**src/rtl/repeated_subtractor.sv**
```systemverilog
// Unsigned sequential divider using repeated subtraction.
// Start/busy/done handshake, one subtract step per enabled clock.
module repeated_subtractor #(
    parameter int WIDTH = 6
) (
    input  logic             clk,
    input  logic             rst_n,
    input  logic             ena,
    input  logic             start,
    input  logic [WIDTH-1:0] a,
    input  logic [WIDTH-1:0] b,
    output logic [WIDTH-1:0] quotient,
    output logic [WIDTH-1:0] remainder,
    output logic             busy,
    output logic             done,
    output logic             div_by_zero
);

    typedef enum logic [1:0] {
        IDLE,
        RUN,
        DONE
    } state_t;

    state_t           state;
    logic [WIDTH-1:0] rem_w;
    logic [WIDTH-1:0] div_w;
    logic [WIDTH-1:0] q_w;

    always_ff @(posedge clk or negedge rst_n) begin
        if (!rst_n) begin
            state       <= IDLE;
            rem_w       <= '0;
            div_w       <= '0;
            q_w         <= '0;
            quotient    <= '0;
            remainder   <= '0;
            busy        <= 1'b0;
            done        <= 1'b0;
            div_by_zero <= 1'b0;
        end else if (ena) begin
            case (state)
                IDLE: begin
                    if (start) begin
                        rem_w <= a;
                        div_w <= b;
                        q_w   <= '0;
                        busy  <= 1'b1;
                        // A zero divisor skips the loop and reports saturation.
                        if (b == '0) begin
                            state       <= DONE;
                            quotient    <= '1;
                            remainder   <= a;
                            div_by_zero <= 1'b1;
                            done        <= 1'b1;
                        end else begin
                            state <= RUN;
                        end
                    end
                end
                RUN: begin
                    if (rem_w >= div_w) begin
                        rem_w <= rem_w - div_w;
                        q_w   <= q_w + 1'b1;
                    end else begin
                        state       <= DONE;
                        quotient    <= q_w;
                        remainder   <= rem_w;
                        div_by_zero <= 1'b0;
                        done        <= 1'b1;
                    end
                end
                DONE: begin
                    state <= IDLE;
                    done  <= 1'b0;
                    busy  <= 1'b0;
                end
                default: begin
                    state <= IDLE;
                    done  <= 1'b0;
                    busy  <= 1'b0;
                end
            endcase
        end
    end

endmodule

```
**config.mk**
```make
export PLATFORM = sky130hd
export DESIGN_NAME = repeated_subtractor
export DESIGN_NICKNAME = d
export VERILOG_FILES = /design/src/rtl/repeated_subtractor.sv
export SDC_FILE = /design/constraint.sdc
export NUM_CORES = 1
export LEC_CHECK = 0
export CORE_MARGIN = 2
export CORE_UTILIZATION = 46
export CTS_BUF_LIST = sky130_fd_sc_hd__clkbuf_8
export DETAILED_ROUTE_END_ITERATION = 10
export PLACE_DENSITY_LB_ADDON = 0.3
export SYNTH_ARGS = -nofsm -noshare
export SYNTH_HDL_FRONTEND = slang
export SYNTH_SLANG_ARGS = --single-unit
```
**constraint.sdc**
```tcl
create_clock -name clk -period 5.4 [get_ports clk]
set_input_delay 0.54 -clock clk [delete_from_list [all_inputs] [get_ports clk]]
set_output_delay 0.54 -clock clk [all_outputs]
set_load 0.02 [all_outputs]
```
Routed clock nets over the placement:
Scale: 6 px per um.
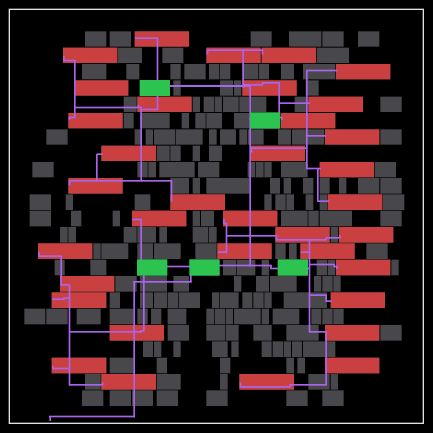
legend:
  green:
    item: cells driving clock nets
    count: 5
  purple:
    item: clock wires
    length: 444 um
  red:
    item: flip-flops
    count: 35
flops lie: widely spread
routed clock nets: 6

Clock wiring as the flow saved it:
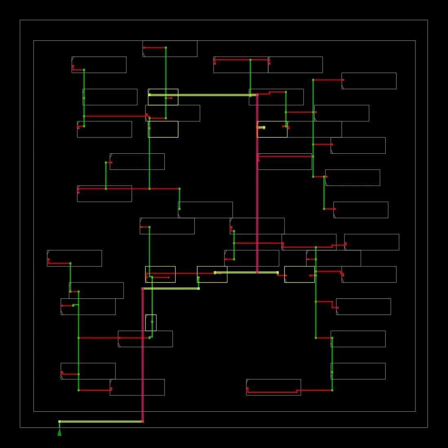
Max Clock Skew: 0.00559 ns
clock buf count: 6
TritonCTS Buffers: 5
P_clk: 190 uW

==> run notes <==
run metrics: Worst path max stage delay=0.77 ns, most numerous logic cell after layout=dfrtp_1, biggest area cells=dfrtp_1, mux2_4, o21ai_0, postcts setup bufs=0, flop share of the area=0.372, worst hold path type=reg -> reg, Post-synth seq share=0.454, Synth Instances=193, maxcap violations=0, Post-Layout Cell Count=275, io pins=31, largest class=multi-input combinational cells, worst-path cell chain=nand2b_1, a211oi_4, nor3_4, mux2_2, M2 GR Usage=0.274, Critical Path Sink Type=flop, overall routing resource usage=0.178, Critical path buffers and inverters=0, Dominant comb cell=AND-OR/OR-AND gates, area delta synth->final=22.2%, Die H=68.8 um, CTS Buffer Depth=2, CP max stage cell=nor3_4, final setup margin=2.75 ns, Chip Area, Yosys=1930 sq um, Worst Path Required=5.56 ns, ao+oa area frac=0.176, drt wl/cell=13.8 um, Non-clk invs=14, global-route track usage on met3=0.0455, Clock power frac=0.126, Crit. path cell count=4, CTS sink count=35, met1 WL=1910 um, H-tree depth=2, fa+ha+maj area frac=0.0558, reg2reg start=state[0], flop2flop setup slack=2.75 ns, CTS Hold Buffers Added=0, Primary FF master, synth=dfrtp_1, Max Freq=377 MHz, fillers=376, Internal Dissipation=881 uW, Setup TNS=0 ns, Max Used Layer=met4, DP Wirelength=2710 um, Sequential Power Share=0.306, Final Wtd Congestion=0.795, Power Sequential=460 uW, Worst-Margin Slew=0.951 ns, post-synthesis cell count from yosys=193, WL met2=1680 um, routed vias/inst=5.28, post-route core utilization=0.585, DR pass1 iterations=4, Place WS=2.51 ns, CTS tree=built, Hold Crit Start=div_w[0], post-route cell area=2360 sq um, initial antenna violation count=0, 1st-iter DRT viols=104, metal3 WL=144 um, DRC violations left=0, FF-to-FF End=remainder[3], critical path data arrival time=2.82 ns, Yosys warning total=0, Final Power=1.51 mW, peak supply drop=0.293 mV, core area=4030 sq um, dpl cell area=2270 sq um, Power Combinational=856 uW, R2R cell count=4, gr ovfl total=0, final hold viol count=0, critical path class=reg -> reg, Nets at Floorplan=217, Final nets=249, Synth cell types=41, critical path peak fanout=20, cell type with the largest total area=dfrtp_1, Hold Path Cell Cnt=2, Signal buffers=32, Syn Area/Cell=10.0 sq um, buffering overhead=0.134, Gate power share=0.568, Post-DRT Antenna Nets=0, horizontal die size=68.8 um, fraction of area in multi-input gates=0.409, status=finished clean, Final clock-cell share=0.0372, Async S/R FF share, synth=1.00, period utilisation layout=0.492, min Tclk post-route=2.65 ns, flip-flops=35, Final Max Slew Viols=0, Clock transition at path regs=0.07 ns, Insertion Delay late pin=0.28 ns, Leakage=1.05 nW, first-pass GRT wire length=6180 um, multi-input logic area=963 sq um, root buf cell=clkbuf_8, switching part of the total=0.415, cell area after synthesis=1930 sq um, Startpoint Class=flop, fp util=0.479, register area=876 sq um, RSZ-0062 raised after global routing=false, comb_multi_in=137, PD cells=639 nW/um^2, # Taps=50, WHS=0.494 ns, XOR/XNOR Area Share=0.00908, vias in the first global route=1,362, share of cells above drive strength 1=0.120, most frequent cell after synthesis=dfrtp_1, Setup crit start=state[0], post-cts sizing count=0, and+or+nand+nor area frac=0.159, Switch Pwr=625 uW, grt met1 use=0.245, # placed instances=268, slew margin rel.=0.363, EDFF count, synth=0, total number of vias=1,453, busiest grt layer=met2, group drawing the most power=combinational cells, #FFs+latches synth=35, Top cell area share=0.454, largest net degree at the start of global routing=36, count of tool warnings=26, Top Layout Cells=dfrtp_1, clkdlybuf4s50_1, nand2_1, Hold Path End=div_w[0]
Power figures rest on the tool's default switching activity, not on a simulated workload.
